Gate families picked out:
Drawn at 1.5 px/um.
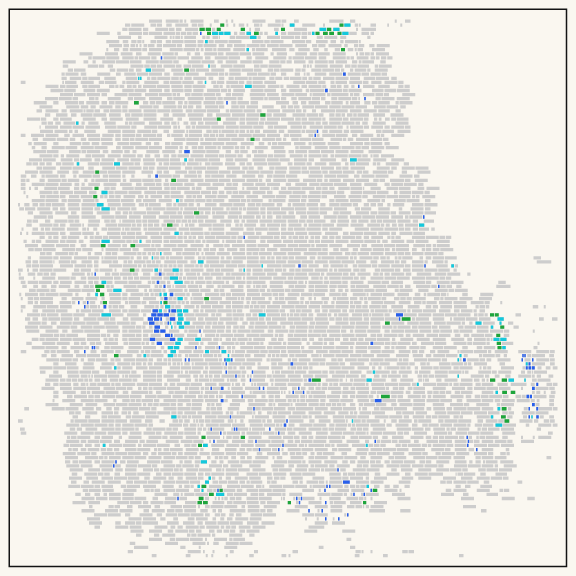
Signal wires on met4:
Drawn at 1 px/um. Supply wires on this layer in gray.
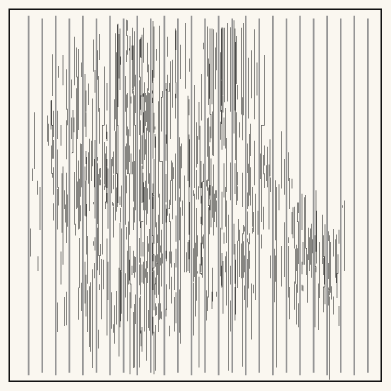
Routing congestion:
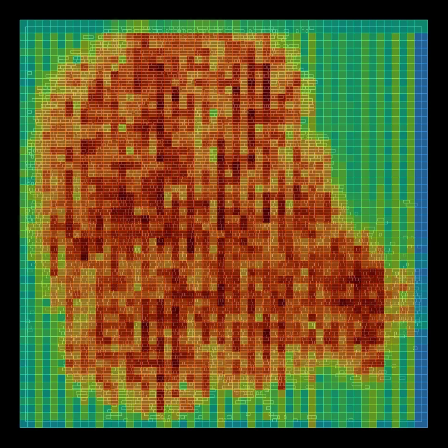
## src/rtl/datapath_pkg.sv

```systemverilog
// Shared datapath constants: widths, architectural register indices and reset values.
// Imported by the register file, the ALU and the control unit.
package datapath_pkg;

   localparam int DATA_WIDTH = 32;
   localparam int ADDR_WIDTH = 5;

   localparam int REG_ZERO = 0;
   localparam int REG_GP   = 28;
   localparam int REG_SP   = 29;
   localparam int REG_RA   = 31;

   localparam logic [31:0] SP_RESET_DEF = 32'h0000_3FFC;

endpackage

```

## src/rtl/reg_read_port.sv

```systemverilog
// One register-file read port: forces index 0 to zero and optionally forwards
// the value being written this cycle.
module reg_read_port
   import datapath_pkg::*;
#(
   parameter int DATA_WIDTH = datapath_pkg::DATA_WIDTH,
   parameter int ADDR_WIDTH = datapath_pkg::ADDR_WIDTH,
   parameter bit BYPASS     = 1'b1
) (
   input  logic [ADDR_WIDTH-1:0] idx,
   input  logic [DATA_WIDTH-1:0] stored,
   input  logic                  wr_en,
   input  logic [ADDR_WIDTH-1:0] wr_idx,
   input  logic [DATA_WIDTH-1:0] wr_data,
   output logic [DATA_WIDTH-1:0] data
);

   logic hit;

   // A write to register 0 is dropped, so it must never be forwarded either.
   assign hit = BYPASS && wr_en && (wr_idx != '0) && (wr_idx == idx);

   always_comb begin
      data = '0;
      if (idx == '0)
         data = '0;
      else if (hit)
         data = wr_data;
      else
         data = stored;
   end

endmodule

```

## src/rtl/reg_file.sv

```systemverilog
// 32x32 MIPS general-purpose register file: two bypassable read ports, one
// unbypassed debug port, one write port and a committed-write counter.
module reg_file
   import datapath_pkg::*;
#(
   parameter int                    DATA_WIDTH = datapath_pkg::DATA_WIDTH,
   parameter int                    ADDR_WIDTH = datapath_pkg::ADDR_WIDTH,
   parameter bit                    BYPASS     = 1'b1,
   parameter logic [DATA_WIDTH-1:0] SP_RESET   = SP_RESET_DEF
) (
   input  logic                  clk,
   input  logic                  rstN,
   input  logic                  regWrite,
   input  logic [ADDR_WIDTH-1:0] readReg1,
   input  logic [ADDR_WIDTH-1:0] readReg2,
   input  logic [ADDR_WIDTH-1:0] writeReg,
   input  logic [DATA_WIDTH-1:0] writeData,
   input  logic [ADDR_WIDTH-1:0] dbgReg,
   output logic [DATA_WIDTH-1:0] readData1,
   output logic [DATA_WIDTH-1:0] readData2,
   output logic [DATA_WIDTH-1:0] dbgData,
   output logic [15:0]           writeCount
);

   localparam int DEPTH = 2 ** ADDR_WIDTH;

   logic [DATA_WIDTH-1:0] mem [DEPTH];
   logic                  commit;

   assign commit = regWrite && (writeReg != '0);

   always_ff @(posedge clk or negedge rstN) begin
      if (!rstN) begin
         for (int i = 0; i < DEPTH; i++)
            mem[i] <= (i == REG_SP) ? SP_RESET : '0;
         writeCount <= '0;
      end else if (commit) begin
         mem[writeReg] <= writeData;
         writeCount    <= writeCount + 16'd1;
      end
   end

   reg_read_port #(
      .DATA_WIDTH(DATA_WIDTH),
      .ADDR_WIDTH(ADDR_WIDTH),
      .BYPASS    (BYPASS)
   ) u_port1 (
      .idx    (readReg1),
      .stored (mem[readReg1]),
      .wr_en  (regWrite),
      .wr_idx (writeReg),
      .wr_data(writeData),
      .data   (readData1)
   );

   reg_read_port #(
      .DATA_WIDTH(DATA_WIDTH),
      .ADDR_WIDTH(ADDR_WIDTH),
      .BYPASS    (BYPASS)
   ) u_port2 (
      .idx    (readReg2),
      .stored (mem[readReg2]),
      .wr_en  (regWrite),
      .wr_idx (writeReg),
      .wr_data(writeData),
      .data   (readData2)
   );

   // Entry 0 is never written, so the debug port can read the array as-is.
   assign dbgData = mem[dbgReg];

endmodule

```

## config.mk

```make
export PLATFORM = sky130hd
export DESIGN_NAME = reg_file
export DESIGN_NICKNAME = d
export VERILOG_FILES = /design/src/rtl/datapath_pkg.sv /design/src/rtl/reg_read_port.sv /design/src/rtl/reg_file.sv
export SDC_FILE = /design/constraint.sdc
export NUM_CORES = 2
export LEC_CHECK = 0
export CELL_PAD_IN_SITES_DETAIL_PLACEMENT = 0
export CELL_PAD_IN_SITES_GLOBAL_PLACEMENT = 1
export CORE_MARGIN = 5
export CORE_UTILIZATION = 49
export DETAILED_ROUTE_END_ITERATION = 10
export PLACE_DENSITY = 0.9
export SLEW_MARGIN = 20
export SYNTH_ARGS = -nofsm -noshare
export SYNTH_HDL_FRONTEND = slang
export SYNTH_SLANG_ARGS = --single-unit
```

## constraint.sdc

```tcl
create_clock -name clk -period 3.82 [get_ports clk]
set_input_delay 0.955 -clock clk [delete_from_list [all_inputs] [get_ports clk]]
set_output_delay 0.955 -clock clk [all_outputs]
set_load 0.01 [all_outputs]
```

==> out/README.md <==
| Item | Value | Unit |
| --- | --- | --- |
| Run status | finished, violations left | - |
| Failing checks | negative setup slack | - |
| Number of pins with negative max-slew slack in the final report | 0 | - |
| Depth of the CTS H-tree | 3 | - |
| Sequential group share of total power | 40.1 | % |
| Fraction of the yosys area taken by sequential cells | 40.9 | % |
| Switch share | 30.1 | % |
| Post-synthesis cell type with the largest instance count | sky130_fd_sc_hd__mux2_2 | - |
| Fraction of final layout cells with drive strength greater than 1 | 64.5 | % |
| Clock group | 12.0 | mW |
| Number of DRC violations after detailed routing | 0 | - |
| CTS tree | yes | - |
| Most used flip-flop cell | sky130_fd_sc_hd__dfrtp_1 | - |
| Comb power | 11.0 | mW |
| Hold Crit Class | in2async | - |
| Xor/xnor share | 0.344 | % |
| Share of the final layout cell area in sequential cells | 32.3 | % |
| Layout net count | 4,818 | - |
| Clock insertion delay at the later pin of the skew report | 0.75 | ns |
| Sw power | 11.5 | mW |
| Total sequential power | 15.3 | mW |
| Worst flop-to-flop path endpoint | writeCount[9] | - |
| Beginning of the worst register-to-register path | writeCount[2] | - |
| Cell depth of the worst setup path | 12 | - |
| Met3 usage | 14.4 | % |
| Multi-input gate area | 0.0369 | mm^2 |
| Post-DRT Antenna Nets | 0 | - |
| Tightest hold margin | 0.230 | ns |
| Setup TNS | -16.14 | ns |
| Flip-flop count of the largest register after layout | 1,024 | - |
| Routed length on met2 | 104 | mm |
| Number of antenna violations at the first check in global routing | 10 | - |
| Area fraction in mux cells | 49.4 | % |
| Maximum frequency from static timing analysis | 241 | MHz |
| Largest net degree at the start of global routing | 124 | - |
| Post-DP Area | 0.0717 | mm^2 |
| Clock transition at path regs | 0.06 | ns |
| Syn nets | 4,262 | - |
| Post-synthesis to final-layout area growth | 26.6 | % |
| Data arrival, critical path | 3.19 | ns |
| Register name with the most flops | mem | - |
| Worst clock skew | 0.00181 | ns |
| Leakage Power | 34.5 | nW |
| Leading cell category by total area | combinational gates | - |
| Buffer-and-inverter tally for the worst setup path | 7 | - |
| Avg WL per Cell | 36.9 | um |
| Synth warn | 0 | - |
| Number of endpoints failing setup at the final stage | 93 | - |
| Synthesized-area fraction occupied by ao, oa, aoi and oai cells | 3.87 | % |
| Number of CTS-inserted buffers | 113 | - |
| Total cells reported by yosys after synthesis | 4,206 | - |
| Cell type contributing the most total cell area after synthesis | sky130_fd_sc_hd__dfrtp_1 | - |
| Top layer reached by signal wires | met5 | - |
| Number of hold violations in the final report | 0 | - |
| Num tapcells | 1,742 | - |
| Row count | 132 | - |
| Synth Instances | 4,206 | - |
| Post-layout power | 38.3 | mW |
| Floorplan Core Area | 0.129 | mm^2 |
| Hpwl dp | 149 | mm |
| Cell with the largest stage delay on the worst path | sky130_fd_sc_hd__a221o_1 | - |
| Flip-flop and latch area | 0.0260 | mm^2 |
| Synthesis area per yosys | 0.0637 | mm^2 |
| Top cells by area | sky130_fd_sc_hd__dfrtp_1 40%, sky130_fd_sc_hd__mux4_2 28%, sky130_fd_sc_hd__mux2_2 18%, sky130_fd_sc_hd__mux2i_1 2.8%, sky130_fd_sc_hd__clkbuf_1 2.0% | - |
| Number of DRC markers in iteration 0 | 6,497 | - |
| Wire length of the first global-routing pass | 350 | mm |
| Antenna diode count | 10 | - |
| Unrepaired setup endpoints after global routing | true | - |
| OpenROAD warning count | 35 | - |
| Total iterations of the first detailed-routing run | 6 | - |
| Largest registers in the final layout | mem (1024), writeCount (16) | - |
| Required time at the worst-slack endpoint | 2.86 | ns |
| Post-synthesis share of cell area spent on full adders, half adders and majority gates | 0.0196 | % |
| Number of inserted filler cells in the final layout | 8,564 | - |
| Cell Pwr Density | 475 | mW/mm^2 |
| Vias in the first global route | 49,900 | - |
| DP Worst Slack | -0.968 | ns |
| Port buffer count | 166 | - |
| Smallest setup slack after layout | -0.324 | ns |
| Vias per cell | 7.30 | - |
| Number of distinct library cells after synthesis | 51 | - |
| Starting density of the core | 49.3 | % |
| Time the final worst path needs with I/O delays and setup | 4.14 | ns |
| Routability Congestion | 0.917 | - |
| Area enclosed by the die boundary | 0.137 | mm^2 |
| Synth Area per Inst | 15.1 | um^2 |
| Area share, top type | 40.4 | % |
| Flop-to-flop setup slack | 2.32 | ns |
| Largest stage delay on the critical path | 0.36 | ns |
| Worst Path Max Fanout | 7 | - |
| Cts repair resizes | 803 | - |
| Worst setup EP type | output port | - |
| Number of buffers added for setup after CTS | 140 | - |
| WL met3 | 36.8 | mm |
| CP top delay family | buffers and inverters | - |
| Largest combinational cell category by area | multiplexers | - |
| Count of clock tree sinks | 1,040 | - |
| Cell-by-cell listing of the critical path | bufbuf_16 > buf_6 > buf_4 > xnor2_2 > nand2_2 > o31ai_4 > buf_12 > nor2_4 > buf_12 > buf_4 > a221o_1 > buf_2 | - |
| Buffers excl. clock | 941 | - |
| Inverters | 7 | - |
| Critical path startpoint category | input port | - |
| Simple share | 2.08 | % |
| Overflow left after global routing | 0 | - |
| Synth Cell Area | 0.0637 | mm^2 |
| IR drop worst, VDD | 0.446 | mV |
| Worst relative slew slack | 35.5 | % |
| Number of enable flip-flop cells | 0 | - |
| List of most frequent post-synthesis cells | 1,029 x sky130_fd_sc_hd__mux2_2, 1,028 x sky130_fd_sc_hd__dfrtp_1, 801 x sky130_fd_sc_hd__mux4_2 | - |
| Post-Route M1 WL | 80.3 | mm |
| Number of placed I/O pins | 167 | - |
| Leading power group | sequential cells | - |
| Clock buffer count | 153 | - |
| Total of hold buffers inserted after clock tree synthesis | 0 | - |
| Non-Filler Cell Area, Final | 0.0806 | mm^2 |
| GRT Util Overall | 34.9 | % |
| Power share of the clock group | 31.3 | % |
| Number of max-cap violations | 0 | - |
| Critical path startpoint | readReg2[0] | - |
| Portion of the layout cell area used by non-clock buffers | 14.1 | % |
| Top Layout Cells | 1,028 x sky130_fd_sc_hd__dfrtp_1, 984 x sky130_fd_sc_hd__mux2_2, 801 x sky130_fd_sc_hd__mux4_2, 436 x sky130_fd_sc_hd__buf_4, 185 x sky130_fd_sc_hd__buf_12 | - |
| Worst-Margin Slew | 0.966 | ns |
| Gate power share | 28.7 | % |
| Vertical die size | 371 | um |
| Number of multi-input combinational cells in the layout | 2,659 | - |
| Flop Count | 1,040 | - |
| Number of synthesized register bits | 1,040 | - |
| Worst setup path class | in2out | - |
| Worst setup endpoint | readData2[13] | - |
| Internal Power | 26.7 | mW |
| Layout clock area frac | 4.98 | % |
| Asr flop ratio synth | 100 | % |
| Number of cells on the worst reg-to-reg path | 4 | - |
| Cell count after placement | 6,162 | - |
| Crit share post-route | 108 | % |
| Die x size | 371 | um |
| Post-layout utilization of the core | 62.3 | % |
| CTS root buffer | sky130_fd_sc_hd__clkbuf_16 | - |
| Max Buffers Root-to-Sink | 3 | - |
## Picture notes: 'gate families picked out'
Key: blue = nand cells [cells 135]; green = non-inverting ao/oa cells [cells 65, where spread over the die]; cyan = nor cells [cells 109, where spread over the die]
count of non-filler cells in the finished layout: 6,608
share of the final layout cell area in multi-input gates: 45.8%
most common logic cell in the routed design: sky130_fd_sc_hd__dfrtp_1

## Picture notes: 'signal wires on met4'
The wires run mostly vertical. The layer holds 9.0% of the routed length. The longest straight run is 180 um. 300 nets have wire on it.
detailed-route wire length: 244 mm
vias after detailed routing: 48,300

## Picture notes: 'routing congestion'
met2 track utilization from global routing: 50.2%
global route hottest layer: met2
grt met1 use: 42.9%

Power figures rest on the tool's default switching activity, not on a simulated workload.
